$ cat src/rtl/fp_arith_pkg.sv
// Shared types and constants for the FP mantissa arithmetic datapath
// (used by both the Booth multiplier and the restoring divider).
package fp_arith_pkg;

  localparam int MANT_W = 24;
  localparam int QUO_W  = MANT_W + 2;

  typedef logic [MANT_W-1:0] mant_t;

  typedef enum logic [1:0] {
    IDLE,
    RUN,
    DONE
  } div_state_t;

endpackage

$ cat src/rtl/divider_step.sv
// One restoring-division step: trial subtract of the divisor from the
// partial remainder, keeping the difference only when it is non-negative.
module divider_step #(
  parameter int MANT_W = 24
) (
  input  logic [MANT_W:0]   rem,
  input  logic [MANT_W-1:0] divisor,
  output logic              q_bit,
  output logic [MANT_W:0]   rem_next
);

  logic [MANT_W+1:0] diff;

  // One extra bit above the remainder acts as the borrow, so the sign of
  // the difference is the inverted quotient bit.
  always_comb begin
    diff     = {1'b0, rem} - {2'b00, divisor};
    q_bit    = ~diff[MANT_W+1];
    rem_next = q_bit ? diff[MANT_W:0] : rem;
  end

endmodule

$ cat src/rtl/mantissa_divider_24bit.sv
// Sequential radix-2 restoring mantissa divider: one quotient bit per cycle,
// producing floor(A * 2^25 / B) plus a sticky bit for the rounding stage.
module mantissa_divider_24bit #(
  parameter int MANT_W = fp_arith_pkg::MANT_W,
  parameter int QUO_W  = MANT_W + 2
) (
  input  logic              clk,
  input  logic              nreset,
  input  logic              start,
  input  logic [MANT_W-1:0] A_mantissa,
  input  logic [MANT_W-1:0] B_mantissa,
  output logic              ready,
  output logic              done,
  output logic [QUO_W-1:0]  quotient,
  output logic              sticky,
  output logic              div_by_zero
);

  import fp_arith_pkg::*;

  div_state_t        state, state_next;
  logic [MANT_W:0]   rem;
  logic [MANT_W-1:0] div_reg;
  logic [4:0]        count;
  logic              q_bit;
  logic [MANT_W:0]   rem_next;

  divider_step #(.MANT_W(MANT_W)) u_step (
    .rem      (rem),
    .divisor  (div_reg),
    .q_bit    (q_bit),
    .rem_next (rem_next)
  );

  assign ready = (state == IDLE);

  always_ff @(posedge clk or negedge nreset) begin
    if (!nreset) state <= IDLE;
    else         state <= state_next;
  end

  always_comb begin
    state_next = state;
    case (state)
      IDLE: if (start) state_next = B_mantissa[MANT_W-1] ? RUN : DONE;
      RUN:  if (count == 5'd0) state_next = DONE;
      DONE: state_next = IDLE;
      default: state_next = IDLE;
    endcase
  end

  // An unnormalized divisor skips RUN entirely and reports a saturated quotient.
  always_ff @(posedge clk or negedge nreset) begin
    if (!nreset) begin
      rem         <= '0;
      div_reg     <= '0;
      count       <= '0;
      quotient    <= '0;
      sticky      <= 1'b0;
      div_by_zero <= 1'b0;
      done        <= 1'b0;
    end else begin
      done <= (state_next == DONE);
      case (state)
        IDLE: begin
          if (start) begin
            rem         <= {1'b0, A_mantissa};
            div_reg     <= B_mantissa;
            count       <= 5'(QUO_W - 1);
            sticky      <= 1'b0;
            quotient    <= B_mantissa[MANT_W-1] ? '0 : '1;
            div_by_zero <= ~B_mantissa[MANT_W-1];
          end
        end
        RUN: begin
          rem      <= rem_next << 1;
          quotient <= {quotient[QUO_W-2:0], q_bit};
          count    <= count - 5'd1;
          if (count == 5'd0) sticky <= |rem_next;
        end
        default: ;
      endcase
    end
  end

endmodule
$ cat config.mk
export PLATFORM = sky130hd
export DESIGN_NAME = mantissa_divider_24bit
export DESIGN_NICKNAME = d
export VERILOG_FILES = /design/src/rtl/fp_arith_pkg.sv /design/src/rtl/divider_step.sv /design/src/rtl/mantissa_divider_24bit.sv
export SDC_FILE = /design/constraint.sdc
export NUM_CORES = 1
export LEC_CHECK = 0
export CORE_ASPECT_RATIO = 1.1
export CORE_MARGIN = 5
export CORE_UTILIZATION = 30
export CTS_CLUSTER_SIZE = 12
export DETAILED_ROUTE_END_ITERATION = 8
export PLACE_DENSITY = 0.55
export SYNTH_ARGS = -nofsm -noshare
export SYNTH_HDL_FRONTEND = slang
export SYNTH_SLANG_ARGS = --single-unit
$ cat constraint.sdc
create_clock -name clk -period 3.65 [get_ports clk]
set_input_delay 1.095 -clock clk [delete_from_list [all_inputs] [get_ports clk]]
set_output_delay 1.095 -clock clk [all_outputs]
set_load 0.01 [all_outputs]
==> flow_metrics.env, run 1 <==
# implementation run metrics
export IMPL_status="finished clean"
export IMPL_r2r_cells=12
export IMPL_hp_class="reg -> reg"
export IMPL_hold_start="count[4]$_DFFE_PN0P_"
export IMPL_io_buffers=80
export IMPL_yosys_area_um2=5187
export IMPL_routedWlPerCell_um=17.65
export IMPL_r2r_slack_ns=0.39
export IMPL_cts_root_buf="clkbuf_16"
export IMPL_critPathMaxFanout=3
export IMPL_log_warning_count=27
export IMPL_endpoint_kind="register"
export IMPL_avgSynthCellArea_um2=9.280
export IMPL_rr_endpoint="sticky$_DFFE_PN0P_"
export IMPL_dr_pass1_iters=4
export IMPL_antennaDiodeCount=0
export IMPL_hold_buffers=0
export IMPL_min_period_over_period_pct=89.29
export IMPL_dieArea_um2=20020
export IMPL_cpPeakStageDelay_ns=0.48
export IMPL_synth_async_reset_ratio_pct=100.0
export IMPL_cts_tree="done"
export IMPL_max_slew_margin_pct=25.89
export IMPL_largest_register_ffs=26
export IMPL_edf_count=0
export IMPL_crit_end="sticky$_DFFE_PN0P_"
export IMPL_synth_seq_share_pct=41.00
export IMPL_fp_util_pct=30.49
export IMPL_drc=0
export IMPL_placedCellCount=855
export IMPL_cp_arrival_ns=3.49
export IMPL_syn_to_final_growth_pct=26.60
export IMPL_yosys_warnings=0
export IMPL_path_cells="inv_1 -> ha_1 -> fa_1 -> nand2b_1 -> a21oi_1 -> o21ai_0 -> o41a_1 -> a311oi_2 -> xnor2_1 -> o2111ai_1 -> a221oi_2 -> a21oi_1"
export IMPL_grt_antenna_before_repair=0
export IMPL_final_hold_viol_count=0
export IMPL_drt_total_wl_um=15380
export IMPL_synth_cells=559
-- run 1: cells in the mapped netlist, types with 2 or more instances --
library cell,count,area (um2)
a211o_1,2,17.52
a211oi_1,3,22.52
a21boi_0,3,22.52
a21o_1,9,67.56
a21oi_1,30,150.1
a21oi_2,2,17.52
a221o_1,27,270.3
a22oi_1,21,157.7
a31oi_1,2,12.51
and2_1,4,25.02
and3_1,7,43.79
buf_1,2,7.510
buf_2,5,25.02
clkbuf_1,21,78.83
dfrtp_1,85,2127
ha_1,26,325.3
inv_1,32,120.1
mux2i_1,11,110.1
nand2_1,61,229.0
nand2b_1,4,25.02
nand3_1,14,70.07
nand4_1,5,31.28
nor2_1,27,101.4
nor2b_1,6,37.54
nor3_1,11,55.05
nor4_1,7,43.79
nor4b_1,2,17.52
o2111ai_1,4,35.03
o211a_1,3,30.03
o211ai_1,5,37.54
o21a_1,4,30.03
o21ai_0,58,290.3
o21ai_1,3,15.01
o21bai_1,2,15.01
o31a_1,2,17.52
o31ai_1,2,15.01
o41a_1,2,22.52
or3_1,6,37.54
xnor2_1,9,78.83
xor2_1,8,70.07
-- run 1: metal layers --
layer,global-route usage (%),share of wire (%)
met5,0,0
met4,6.653,2.9
met3,2.995,4.3
met2,26.10,48
met1,19.82,45
-- run 1: placed cells by master (no fill, tap or decap), types with 4 or more instances in the layout --
cell and count:
dfrtp_1 85, clkdlybuf4s50_1 79, nand2_1 61, o21ai_0 58, inv_1 32, a21oi_1 30
a221o_1 27, nor2_1 26, ha_1 26, a22oi_1 21, nand3_1 14, nor3_1 11
mux2i_1 11, buf_4 10, a21o_1 9, xnor2_1 9, clkbuf_16 9, xor2_1 8
and3_1 7, nor4_1 7, or3_1 6, nor2b_1 5, o211ai_1 5, nand4_1 5
nand2b_1 4, and2_1 4, o21a_1 4, o2111ai_1 4
-- run 1: critical path: cells and delay by family, from the launching register on --
family / cells / cell delay (ns)
xor gates and xnor gates: 1 / 0.18
AOI/OAI and AO/OA: 7 / 1.69
and+or+nand+nor: 1 / 0.19
buffers and inverters: 1 / 0.07
adders and majority gates: 2 / 0.63
DFF: 1 / 0.39
-- run 1: cell families (layout without fill, tap and decap cells) --
group,after synthesis,after routing,synth area share (%)
buffers and inverters,60,138,4.462
and+or+nand+nor,159,159,14.52
xor gates and xnor gates,17,17,2.870
muxes,12,12,2.340
AOI/OAI and AO/OA,199,199,28.15
DFF,85,85,41.00
adders and majority gates,27,27,6.657
-- run 1: cell type report --
cell class	instances	area [um2]
clock buffer	9	225.2
clock inverter	7	76.32
fill	1747	10450
inverter	32	120.1
multi-input combinational	414	2840
sequential	85	2127
tap	234	292.8
timing repair buffer	90	885.9
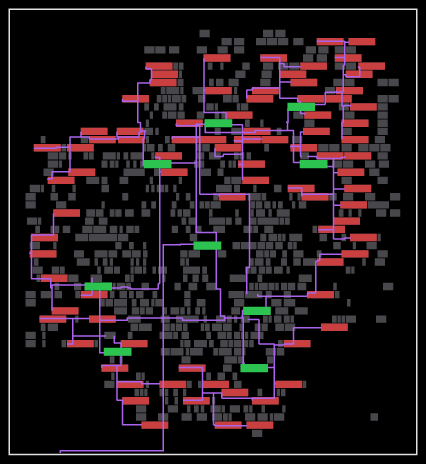
run_1/clk_routes.png
Scale: 3 px per um.
[red] flip-flops | count: 85
[purple] clock wires | length: 1300 um
[green] clock drivers | count: 9
flops lie	all over the die
clock skew: 0.01036 ns
clk_lat worst skew: 0.36 ns

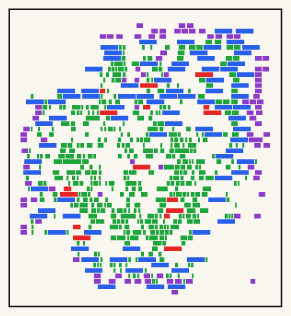
run_1/placement_by_type.png
Scale: 2 px per um.
color	class	cells	share of their area
red	clock drivers and dummy loads	16	4.8%
purple	remaining buffers and delay cells	90	14%
green	combinational and other logic	446	47%
blue	sequential cells	85	34%
Seq area share: 32.39%
Site Rows: 50
Finished Core Util: 38.60%
Core Area: 17020 um2
design area: 6568 um2

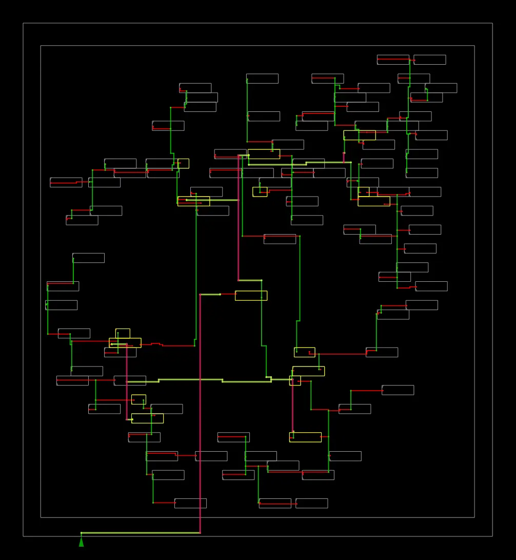
run_1/clocks.png
CLK BUF: 9
Num CTS Buffers: 9
Sinks on Clock Net: 85

==> run 2, diff against run 1 <==
- SLEW_MARGIN: unset -> 20
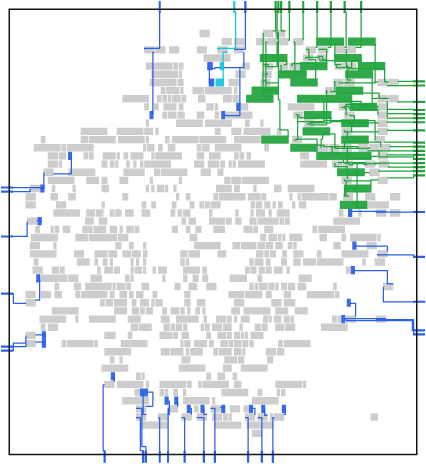
run_2/io_fan.png
Scale: 3 px per um.
color	port	direction	edge	end cells	buffers	wire
blue	`B_mantissa`	input	11 south, 6 west, 5 east, 2 north	27	24	541 um
cyan	`start`	input	north	2	1	33.2 um
green	`quotient`	output	17 east, 9 north	26	26	917 um
total I/O pin count: 81
Port Buf Inserts: 80

==> flow_metrics.env, run 2 <==
# implementation run metrics
export IMPL_dr_pass1_iters=5
export IMPL_fa_ha_area_share_pct=6.657
export IMPL_critPathMaxFanout=3
export IMPL_clock_skew_ns=0.008976
export IMPL_hold_buffers=0
export IMPL_insertion_delay_ns=0.35
export IMPL_cp_arrival_ns=3.49
export IMPL_synth_seq_share_pct=41.00
export IMPL_regArea_um2=2127
export IMPL_combGateArea_um2=2840
export IMPL_top_cells_by_area="dfrtp_1 (41%), ha_1 (6.3%), o21ai_0 (5.6%)"
export IMPL_status="finished clean"
export IMPL_cpLargestDelayFamily="AND-OR/OR-AND gates"
export IMPL_largest_register_ffs=26
export IMPL_critPathBufInv=1
export IMPL_fp_util_pct=30.49
export IMPL_max_slew_margin_pct=52.95
export IMPL_routedWlPerCell_um=17.61
export IMPL_hold_start="count[4]$_DFFE_PN0P_"
export IMPL_r2r_slack_ns=0.39
export IMPL_synth_top_area_share_pct=41.00
export IMPL_grt_antenna_before_repair=0
export IMPL_core_area_um2=17020
export IMPL_synth_top_cell_by_area="dfrtp_1"
export IMPL_cts_tree="done"
export IMPL_numCtsBuffers=9
export IMPL_yosys_area_um2=5187
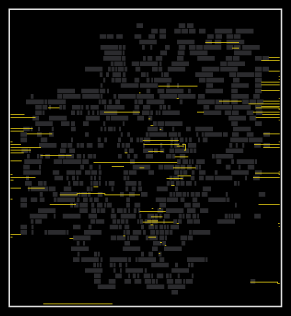
run_2/layer_met3.png
Scale: 2 px per um. Cells faint in the background.
longest straight run	41.6 um
nets with wire on the layer	72
share of all routed wire	4.6%
main direction	horizontal
met3 global-route usage: 2.995%
Routed Wire Length: 15360 um
vias: 4598

run 2: cell counts after synthesis:
No cell type changed its count.
run 2: how the worst max path moves through the flow:
stage	slack [ns]	from	to	cells after the start
2_1_floorplan	0.68	rem[0]$_DFFE_PN0P_	sticky$_DFFE_PN0P_	12
3_3_place_gp	0.51	rem[0]$_DFFE_PN0P_	sticky$_DFFE_PN0P_	12
3_5_place_dp	0.41	rem[0]$_DFFE_PN0P_	sticky$_DFFE_PN0P_	12
4_1_cts	0.38	rem[0]$_DFFE_PN0P_	sticky$_DFFE_PN0P_	12
5_1_grt	0.21	rem[0]$_DFFE_PN0P_	sticky$_DFFE_PN0P_	12
6_report	0.39	rem[0]$_DFFE_PN0P_	sticky$_DFFE_PN0P_	12
run 2: final cells by class:
cell class / count / area share (%)
clock buffer: 9 / 3.423
clock inverter: 7 / 1.160
inverter: 32 / 1.826
multi-input combinational: 414 / 43.17
sequential: 85 / 32.33
tap: 234 / 4.450
timing repair buffer: 91 / 13.64
run 2: logic make-up (layout without fill, tap and decap cells):
kind of cell / count (synthesis) / in the layout
compound gates: 199 / 199
xor+xnor: 17 / 17
fa+ha+maj: 27 / 27
buf+inv: 60 / 139
flops: 85 / 85
mux: 12 / 12
simple gates: 159 / 159
run 2: layer usage:
layer | vias up | wire, um | global-route usage [%]
met1 | 2229 | 6889 | 19.82
li1 | 2223 | - | -
met3 | 28 | 697 | 2.995
met4 | 0 | 437 | 6.653
met2 | 118 | 7329 | 26.10
met5 | - | 0 | 0
run 2: per-stage QoR:
step	hold WS, ns	area, um2	worst slack [ns]	util (%)	std cells
2_1_floorplan	0.4456	5187	0.6773	-	559
3_3_place_gp	0.4660	6266	0.5071	36.82	855
3_5_place_dp	0.4829	6266	0.4072	36.82	855
4_1_cts	0.4929	6568	0.3841	38.60	871
5_1_grt	0.5204	6579	0.2100	38.66	872
6_report	0.4870	6579	0.3879	38.66	872
==> run 3, diff against run 2 <==
- SETUP_SLACK_MARGIN: unset -> 0.3
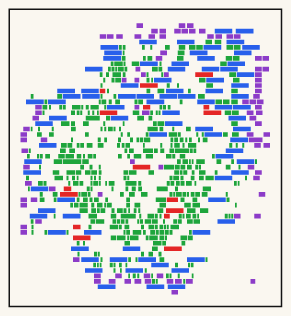
run_3/placement_by_type.png
Scale: 2 px per um.
color	class	cells	share of their area
blue	sequential cells	85	34%
red	clock drivers and dummy loads	16	4.8%
green	combinational and other logic	446	47%
purple	remaining buffers and delay cells	91	14%
Finished Core Util: 38.69%
Seq area share: 32.31%
design area: 6584 um2

==> flow_metrics.env, run 3 <==
# implementation run metrics
export IMPL_common_cells="dfrtp_1 (85), nand2_1 (61), o21ai_0 (58), inv_1 (32), a21oi_1 (30)"
export IMPL_largest_register_ffs=26
export IMPL_top_cells_by_area="dfrtp_1 (41%), ha_1 (6.3%), o21ai_0 (5.6%)"
export IMPL_synth_top_area_share_pct=41.00
export IMPL_ant_nets=0
export IMPL_use_met3_pct=2.995
export IMPL_crit_end="sticky$_DFFE_PN0P_"
export IMPL_critPathLaunch="rem[0]$_DFFE_PN0P_"
export IMPL_crit_required_ns=3.88
export IMPL_pre_cts_slack_ns=0.4072
export IMPL_clock_skew_ns=0.008531
export IMPL_grt_antenna_before_repair=0
export IMPL_insertion_delay_ns=0.35
export IMPL_cts_tree="done"
export IMPL_regArea_um2=2127
export IMPL_cp_depth=12
export IMPL_gr_usage_met2_pct=26.10
export IMPL_ioPinCount=81
export IMPL_io_buffers=80
export IMPL_dr_pass1_iters=5
export IMPL_numCtsBuffers=9
export IMPL_synth_top_cell_by_area="dfrtp_1"
export IMPL_critPathBufInv=1
export IMPL_gr_usage_met1_pct=19.82
export IMPL_yosys_area_um2=5187
export IMPL_grt_pass1_vias=4662
export IMPL_combGateArea_um2=2845
export IMPL_synth_seq_share_pct=41.00
export IMPL_hold_start="count[4]$_DFFE_PN0P_"
export IMPL_cpLargestDelayFamily="AND-OR/OR-AND gates"
export IMPL_routedWlPerCell_um=17.59
export IMPL_finalWorstSetupSlack_ns=0.4373
export IMPL_critPathMaxFanout=3
export IMPL_core_area_um2=17020
export IMPL_busiest_layer="met2"
export IMPL_max_slew_margin_pct=52.95
export IMPL_status="finished clean"
export IMPL_fp_util_pct=30.49
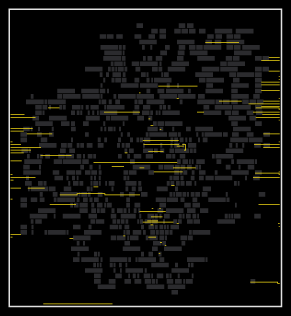
run_3/layer_met3.png
Scale: 2 px per um. Cells faint in the background.
nets with wire on the layer	70
longest straight run	41.6 um
wire length on this layer	688 um
main direction	horizontal
vias: 4602
Routed Wire Length: 15340 um

run 3: cell counts in the layout (fill, tap and decap cells not counted):
Identical to the previous run, type by type.
run 3: worst min-delay path by stage:
stage,endpoint,slack [ns]
3_5_place_dp,div_reg[0]$_DFFE_PN0P_,0.48
2_1_floorplan,count[4]$_DFFE_PN0P_,0.45
6_report,count[4]$_DFFE_PN0P_,0.49
5_1_grt,div_reg[0]$_DFFE_PN0P_,0.52
4_1_cts,count[4]$_DFFE_PN0P_,0.49
3_3_place_gp,count[4]$_DFFE_PN0P_,0.47
run 3: cell families after synthesis:
family / after synthesis / share of synthesized area [%]
xor+xnor: 17 / 2.870
flops: 85 / 41.00
simple gates: 159 / 14.52
compound gates: 199 / 28.15
buf+inv: 60 / 4.462
mux: 12 / 2.340
fa+ha+maj: 27 / 6.657
run 3: metal layers:
metal / routed length [um] / up-vias / part of all wire, %
li1: - / 2222 / -
met1: 6887 / 2240 / 45
met2: 7329 / 112 / 48
met3: 688 / 28 / 4.5
met4: 437 / 0 / 2.8
met5: 0 / - / 0
run 3: cell type report:
class	instances	share of cell area, %
inverters	32	1.824
clock inverters	7	1.159
clock buffers	9	3.421
flip-flops and latches	85	32.31
multi-input cells	414	43.22
repair buffers	91	13.63
well taps	234	4.447
run 3: what timing repair did:
action | CTS | global route
gates resized | 0 | 2
setup endpoints to repair | 0 | 2
buffers inserted | 0 | 0
run 3: per-stage QoR:
| step | instances | utilization, % | cell area, um2 | hold slack, ns |
|---|---|---|---|---|
| floorplan | 559 | - | 5187 | 0.4456 |
| global placement | 855 | 36.82 | 6266 | 0.4660 |
| detailed placement | 855 | 36.82 | 6266 | 0.4829 |
| CTS | 871 | 38.60 | 6568 | 0.4929 |
| global route | 872 | 38.69 | 6584 | 0.5204 |
| finish | 872 | 38.69 | 6584 | 0.4870 |
run 3: worst reg2reg max path, delay by kind of cell (launching register included):
family                   cells  cell delay (ns)
buffers and inverters        1             0.07
flip-flops                   1             0.39
XOR/XNOR                     1             0.18
adder cells (fa/ha/maj)      2             0.63
AND-OR/OR-AND                7             1.64
AND/OR/NAND/NOR              1             0.19
